--- src/rtl/am_envelope_demod.sv ---
// AM envelope demodulator: full-wave rectifier, boxcar integrate-and-dump decimator.
// Optional output DC blocker is compiled in when AM_DEMOD_DCBLOCK_EN is defined.
module am_envelope_demod #(
  parameter int unsigned LOG2_WIN = 6,
  parameter int unsigned DC_SHIFT = 8
) (
  input  logic        clk,
  input  logic        rst,
  input  logic [15:0] AM_mod,
  output logic [15:0] demod_out,
  output logic        demod_valid,
  output logic        sat_flag
);

  localparam int unsigned ACC_W = 15 + LOG2_WIN;

  if (LOG2_WIN < 2 || LOG2_WIN > 10 || DC_SHIFT < 2 || DC_SHIFT > 12) begin : g_bad_param
    $error("am_envelope_demod: LOG2_WIN or DC_SHIFT out of range");
  end

  logic             is_min_c;
  logic [14:0]      abs_c;
  logic [14:0]      abs_r;
  logic             abs_v;
  logic [ACC_W-1:0] acc;
  logic [ACC_W-1:0] acc_next_c;
  logic [LOG2_WIN-1:0] cnt;
  logic [14:0]      env_r;
  logic             dump_v;

  // -32768 has no positive 16-bit counterpart, so it clamps to full scale
  always_comb begin
    is_min_c   = (AM_mod == 16'h8000);
    abs_c      = AM_mod[15] ? 15'(16'd0 - AM_mod) : AM_mod[14:0];
    if (is_min_c) abs_c = 15'h7fff;
    acc_next_c = acc + ACC_W'(abs_r);
  end

  always_ff @(posedge clk or posedge rst) begin
    if (rst) begin
      abs_r    <= '0;
      abs_v    <= 1'b0;
      sat_flag <= 1'b0;
    end else begin
      abs_r <= abs_c;
      abs_v <= 1'b1;
      if (is_min_c) sat_flag <= 1'b1;
    end
  end

  // Dump folds the last sample straight into the result so windows abut seamlessly
  always_ff @(posedge clk or posedge rst) begin
    if (rst) begin
      acc    <= '0;
      cnt    <= '0;
      env_r  <= '0;
      dump_v <= 1'b0;
    end else if (abs_v) begin
      if (&cnt) begin
        env_r  <= 15'(acc_next_c >> LOG2_WIN);
        acc    <= '0;
        cnt    <= '0;
        dump_v <= 1'b1;
      end else begin
        acc    <= acc_next_c;
        cnt    <= cnt + LOG2_WIN'(1);
        dump_v <= 1'b0;
      end
    end else begin
      dump_v <= 1'b0;
    end
  end

`ifdef AM_DEMOD_DCBLOCK_EN
  localparam int unsigned DC_W = 15 + DC_SHIFT;

  logic [DC_W-1:0] dc_acc;
  logic [14:0]     dc_c;

  always_comb dc_c = 15'(dc_acc >> DC_SHIFT);

  // Leaky integrator tracks the carrier level; its estimate is subtracted each strobe
  always_ff @(posedge clk or posedge rst) begin
    if (rst) begin
      dc_acc      <= '0;
      demod_out   <= '0;
      demod_valid <= 1'b0;
    end else begin
      demod_valid <= dump_v;
      if (dump_v) begin
        demod_out <= {1'b0, env_r} - {1'b0, dc_c};
        dc_acc    <= dc_acc + DC_W'(env_r) - DC_W'(dc_c);
      end
    end
  end
`else
  always_ff @(posedge clk or posedge rst) begin
    if (rst) begin
      demod_out   <= '0;
      demod_valid <= 1'b0;
    end else begin
      demod_valid <= dump_v;
      if (dump_v) demod_out <= {1'b0, env_r};
    end
  end
`endif

endmodule

--- config.mk ---
export PLATFORM = sky130hd
export DESIGN_NAME = am_envelope_demod
export DESIGN_NICKNAME = d
export VERILOG_FILES = /design/src/rtl/am_envelope_demod.sv
export SDC_FILE = /design/constraint.sdc
export NUM_CORES = 1
export LEC_CHECK = 0
export ABC_AREA = 1
export CAP_MARGIN = 25
export CORE_MARGIN = 5
export CORE_UTILIZATION = 39
export CTS_CLUSTER_DIAMETER = 150
export DETAILED_ROUTE_END_ITERATION = 8
export MAX_ROUTING_LAYER = met4
export PLACE_DENSITY_LB_ADDON = 0.3
export SLEW_MARGIN = 15
export SYNTH_ARGS = -nofsm -noshare
export SYNTH_HDL_FRONTEND = slang
export SYNTH_SLANG_ARGS = --single-unit
--- constraint.sdc ---
create_clock -name clk -period 2.45 [get_ports clk]
set_input_delay 0.49 -clock clk [delete_from_list [all_inputs] [get_ports clk]]
set_output_delay 0.49 -clock clk [all_outputs]
set_load 0.01 [all_outputs]
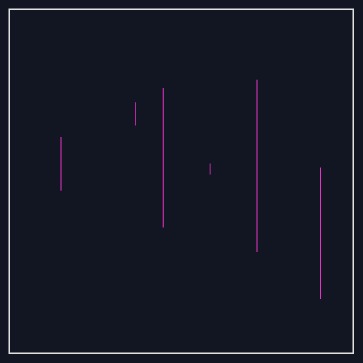
Run 1: metal 4
Scale: 3 px per µm.
The layer carries 175 µm of wire. 5 nets have wire on it. The wires run mostly vertical. The layer holds 2.1% of the routed length. The longest straight run is 57.1 µm.
DR vias: 3427
wirelength, routed: 8570 µm

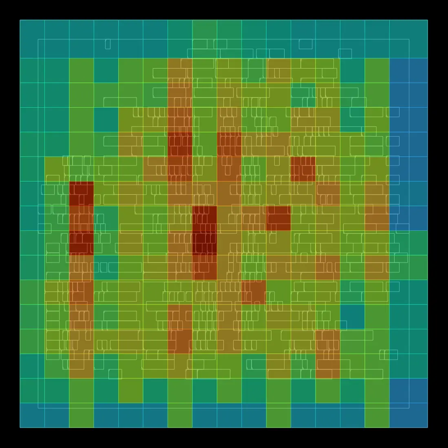
Run 1: congestion heat map
Final Core Density: 46.3%
Overall Global Routing Usage: 14.8%
met3 usage in global routing: 2.64%
met1 Use GR: 19.4%
average wire per cell in the routed design: 12.0 µm

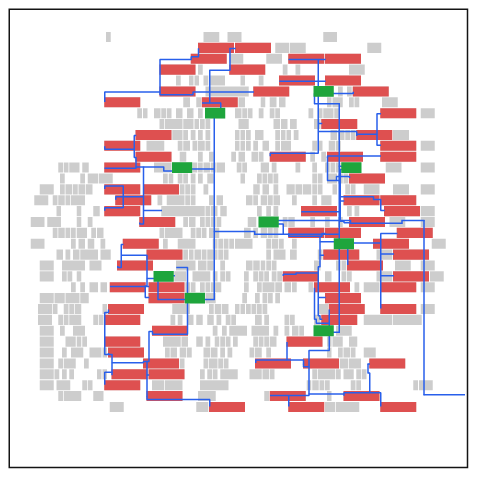
Run 1: clock distribution
Scale: 4 px per µm.
Red marks flip-flops, count 76. Green marks clock drivers, count 9. Blue marks clock wires, length 970 µm.
There are 10 routed clock nets.
Clk. pwr: 1.07 mW
clk latency late pin: 360 ps
Clock Skews: 13.0 ps

==> impl_metrics.ini, run 1 <==
; synthesis and place-and-route metrics
[placement]
gp_congestion = 0.887
dp.cells = 699
port_buffers = 34
hpwl_um = 6570

[detailed_routing]
drc_errors = 0
drt_iter0_markers = 264
antenna_left = 0
vias_per_cell = 4.79
first_pass_iters = 5

[global_route]
first_global_vias = 3456
grt_max_degree = 31
antenna_found_initial = 0
grt_pass1_wl_um = 15300
grt_remaining_overflow = 0

[critical_path]
r2r_setup_slack_ps = 400
critPathArrivalTime_ps = 2300
cp_max_fo = 5
crit_chain = ha_1, fa_1, nand3_1, nand3_1, nand3_1, nand2_1, nand3_1, nand3_1, nand3_1, nand2_1
slowest_delay_ps = 440
cp_top_family = simple AND/OR/NAND/NOR gates
endpoint = acc[16]
path_class = flop to flop
required_ps = 2700
worst-path-buf-inv = 0
start_kind = flop
critPathSlowestCell = fa_1
crit_top_cell = nand3_1
critPathLaunch = abs_r[0]
r2r_cells = 10
timing.rr.start = abs_r[0]
worstSetupEndpointType = flop
r2r_end = acc[16]
crit_cells = 10

[yosys]
fp_nets = 566
synth.yosys.warnings = 0
syn_area_um2 = 4230
top_area_cell = dfrtp_1
synth_top_cell_by_count = nand2_1
ys_chip_area_um2 = 4230
ys_seq_elements = 76
top_cells_by_count = 181 x nand2_1, 76 x dfrtp_1, 52 x inv_1
syn-instance-count = 530
ys_cells = 530
mux_share_pct = 3.99
logic_family = simple AND/OR/NAND/NOR gates
edf_count = 0
synthSimpleGateAreaFrac_pct = 31.9
syn_area_per_cell_um2 = 7.99
synthTopCellsByArea = dfrtp_1 45%, nand2_1 16%, nand3_1 5.1%
synth-main-ff-cell = dfrtp_1
ys_sh_adder_pct = 5.50
yosys.area_share.xor_xnor_pct = 2.28
synth.cellmix.compoundShare_pct = 4.96
yosys.stat.seqShare_pct = 44.9
synthDistinctLibCells = 39
synth_top_area_share_pct = 44.9
synthArstFlopShare_pct = 100

[layout]
comb_area_share_pct = 41.6
num_antenna_cells = 0
buffers_excl_clock = 39
final_cells = 715
regArea_um2 = 1900
top_register = acc
nNetsFinal = 606
layout_top_cell = nand2_1
sh_seq_area_pct = 38.2
lay_top_cells = 181 x nand2_1, 76 x dfrtp_1, 51 x inv_1
drive_gt1_share_pct = 9.39
largest_reg_flops = 21
num-multi-input-gates = 390
clkbuf_count = 10
buffer_area_share_pct = 8.10
inv_count = 54
clock_area_share_pct = 4.50
area_growth_pct = 17.5
fill_cells = 1081
flops = 76
largestClassByArea = combinational gates
logic_area_um2 = 2070

[final_timing]
max-slew-margin-rel_pct = 57.1
drv_slew = 0
fin_setup_tns_ps = 0
worst_pin_slew_ps = 644
finalSetupViolCount = 0
finalClockPeriodUsage_pct = 83.7
period_minus_slack_ps = 2050
hold_viol_final = 0
rsz0062_at_grt = false
max_freq_mhz = 488
holdWs_ps = 479

[power]
top_power_group = combinational cells
p_per_area_nw_per_um2 = 909
switching_share_pct = 38.8
power_leakage_nw = 2.55
p_seq_share_pct = 37.6
powerComb_mw = 1.76
ir_drop_v = 0.000330
combinationalPowerShare_pct = 38.8
p_switching_mw = 1.75
p_int_mw = 2.77
p_seq_mw = 1.70
p_clk_share_pct = 23.6

[clocking]
cts.htree.levels = 3
cts_hold_buf = 0
post_cts_buffers = 0
numCtsBuffers = 9
cts.sinks = 76
cts.clk_slew.worst_paths_ps = 80
cts_root_buffer = clkbuf_8
cts.path.max_buffers = 2
cts_tree = done
ctsResizeCount = 0

[worst_hold_path]
hold_depth = 2
min_from = env_r[9]
whs_endpoint = env_r[9]
hp-class = flop to flop

[floorplan]
fp-utilization_pct = 39.4
core_um2 = 10700
die_height_um = 114
nWellTaps = 140
chipWidth_um = 114
die_area_um2 = 13000
num_rows = 38
pin_count = 36

[run_status]
status = complete, no violations

[flow_run]
max_cap_viol_count = 0
warnings = 26
## run 1: metal layers
metal  track usage (%)  vias to the layer above  part of all wire (%)
li1                  -                     1781                     -
met1              19.4                     1551                    50
met2              23.1                       78                    43
met3              2.64                       17                   4.3
met4              5.46                        0                   2.0
met5                 -                        -                     0
## run 1: per-stage QoR
stage / worst slack [ps] / util, % / area, µm² / power, mW
final: 399 / 46.3 / 4970 / 4.52
after global routing: 153 / 46.3 / 4970 / 4.91
after CTS: 385 / 46.3 / 4970 / 4.55
after detailed placement: 115 / 44.2 / 4750 / 3.46
after global placement: 217 / 44.2 / 4750 / 3.41
after floorplan: 21.7 / - / 4230 / 3.05
Run 1, cell area per tile:
Scale: 2 px per µm. The die is cut into 11 by 11 equal tiles; white is low, dark blue is high, 0 to 100% covered.
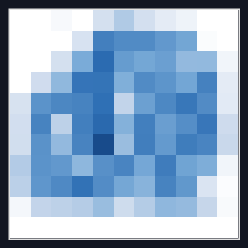

## Run 2: what changed since run 1
- clock period: 2.45 -> 2 ns (I/O delays scaled with it)
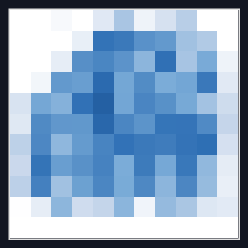
Run 2: cell area per tile
Scale: 2 px per µm. The die is cut into 11 by 11 equal tiles; white is low, dark blue is high, 0 to 100% covered.
The emptiest ninth of the die: north-west. 20% of the tiles are nearly empty. The fullest tile reaches 81%. The densest ninth of the die: centre.
core area: 10700 µm²
FP Core Util: 39.4%
Final Core Density: 47.1%

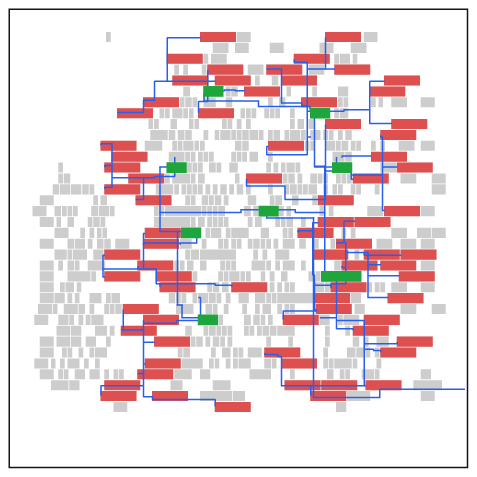
Run 2: clock distribution
Scale: 4 px per µm.
Green marks clock drivers, count 9. Blue marks clock wires, length 985 µm. Red marks flip-flops, count 76.
There are 10 routed clock nets.
Clock power frac: 19.9%
Clock Skews: 10.6 ps
Clk. pwr: 1.09 mW

==> impl_metrics.ini, run 2 <==
; synthesis and place-and-route metrics
[yosys]
synthSimpleGateAreaFrac_pct = 31.9
mux_share_pct = 3.99
ys_chip_area_um2 = 4230
fp_nets = 566
synth.cellmix.compoundShare_pct = 4.96
edf_count = 0
synthTopCellsByArea = dfrtp_1 45%, nand2_1 16%, nand3_1 5.1%
syn_area_um2 = 4230
synth_top_cell_by_count = nand2_1
synthDistinctLibCells = 39
synth.yosys.warnings = 0
top_area_cell = dfrtp_1
yosys.area_share.xor_xnor_pct = 2.28
ys_cells = 530
syn_area_per_cell_um2 = 7.99
synth_top_area_share_pct = 44.9
syn-instance-count = 530
ys_sh_adder_pct = 5.50
ys_seq_elements = 76
synthArstFlopShare_pct = 100
logic_family = simple AND/OR/NAND/NOR gates
synth-main-ff-cell = dfrtp_1

[placement]
hpwl_um = 6570
port_buffers = 34
dp.cells = 706

[layout]
nNetsFinal = 613
top_register = acc
drive_gt1_share_pct = 12.7
final_cells = 722
lay_top_cells = 180 x nand2_1, 76 x dfrtp_1, 51 x inv_1
area_growth_pct = 19.4

[final_timing]
finalSetupViolCount = 0
drv_slew = 0
finalClockPeriodUsage_pct = 94.5
period_minus_slack_ps = 1890
setup_slack_ps = 109
worst_pin_slew_ps = 662
hold_viol_final = 0
max-slew-margin-rel_pct = 55.9

[clocking]
post_cts_buffers = 0
cts_root_buffer = clkbuf_8
cts_hold_buf = 0
cts.sinks = 76
ctsResizeCount = 1
worstSkewPairLatency_ps = 360
cts.clk_slew.worst_paths_ps = 80
cts.htree.levels = 3
numCtsBuffers = 9
cts_tree = done
cts.path.max_buffers = 2

[power]
power_leakage_nw = 2.55
switching_share_pct = 41.3
top_power_group = combinational cells
p_seq_share_pct = 38.3
powerComb_mw = 2.30
p_int_mw = 3.23
ir_drop_v = 0.000418
p_seq_mw = 2.11
p_switching_mw = 2.28

[global_route]
grt_remaining_overflow = 0
antenna_found_initial = 0
grtUsageMet2_pct = 23.6
grt_max_degree = 77
grt_use_met1_pct = 20.1
track_usage_pct = 15.2
grt_use_met3_pct = 2.96
top_usage_layer = met2
grt_pass1_wl_um = 15700

[detailed_routing]
wl_per_cell_um = 12.4
routed_wl_um = 8960
top_layer_used = met4
drt_iter0_markers = 201
drc_errors = 0
met2WireLength_um = 4100
first_pass_iters = 4
vias = 3500
drt-met1-wl_um = 4370
antenna_left = 0

[critical_path]
worst-path-buf-inv = 1
required_ps = 2240
r2r_end = env_r[3]
start_kind = flop
critPathLaunch = abs_r[7]
endpoint = env_r[3]
cp_top_family = simple AND/OR/NAND/NOR gates
slowest_delay_ps = 390
crit_cells = 8
worstSetupEndpointType = flop
path_class = flop to flop
crit_chain = ha_1, nand2_1, inv_1, a21oi_1, nand3_1, or2_2, nand3_1, nand2_1
r2r_setup_slack_ps = 110
timing.rr.start = abs_r[7]
cp_max_fo = 5

[floorplan]
die_height_um = 114
die_area_um2 = 13000
pin_count = 36
num_rows = 38

[run_status]
status = complete, no violations
run 2: cell counts after synthesis:
No cell type changed its count.
run 2: per-stage QoR:
stage          hold slack, ps  TNS [ps]  cell area (µm²)  total power, mW
6_report                  475         0             5060             5.50
5_1_grt                   502     -60.2             5060             6.02
4_1_cts                   484         0             4980             5.39
3_5_place_dp              461      -477             4790             4.27
3_3_place_gp              460     -81.9             4790             4.21
2_1_floorplan             352         0             4240             3.74
run 2: area by class of cell:
type / count / area (µm²)
Multi-Input combinational cell: 390 / 2150
Fill cell: 1114 / 5690
Clock buffer: 9 / 124
Inverter: 54 / 206
Sequential cell: 76 / 1900
Tap cell: 140 / 175
Clock inverter: 7 / 60.1
Timing Repair Buffer: 46 / 443
Power and IR drop assume default switching activity.
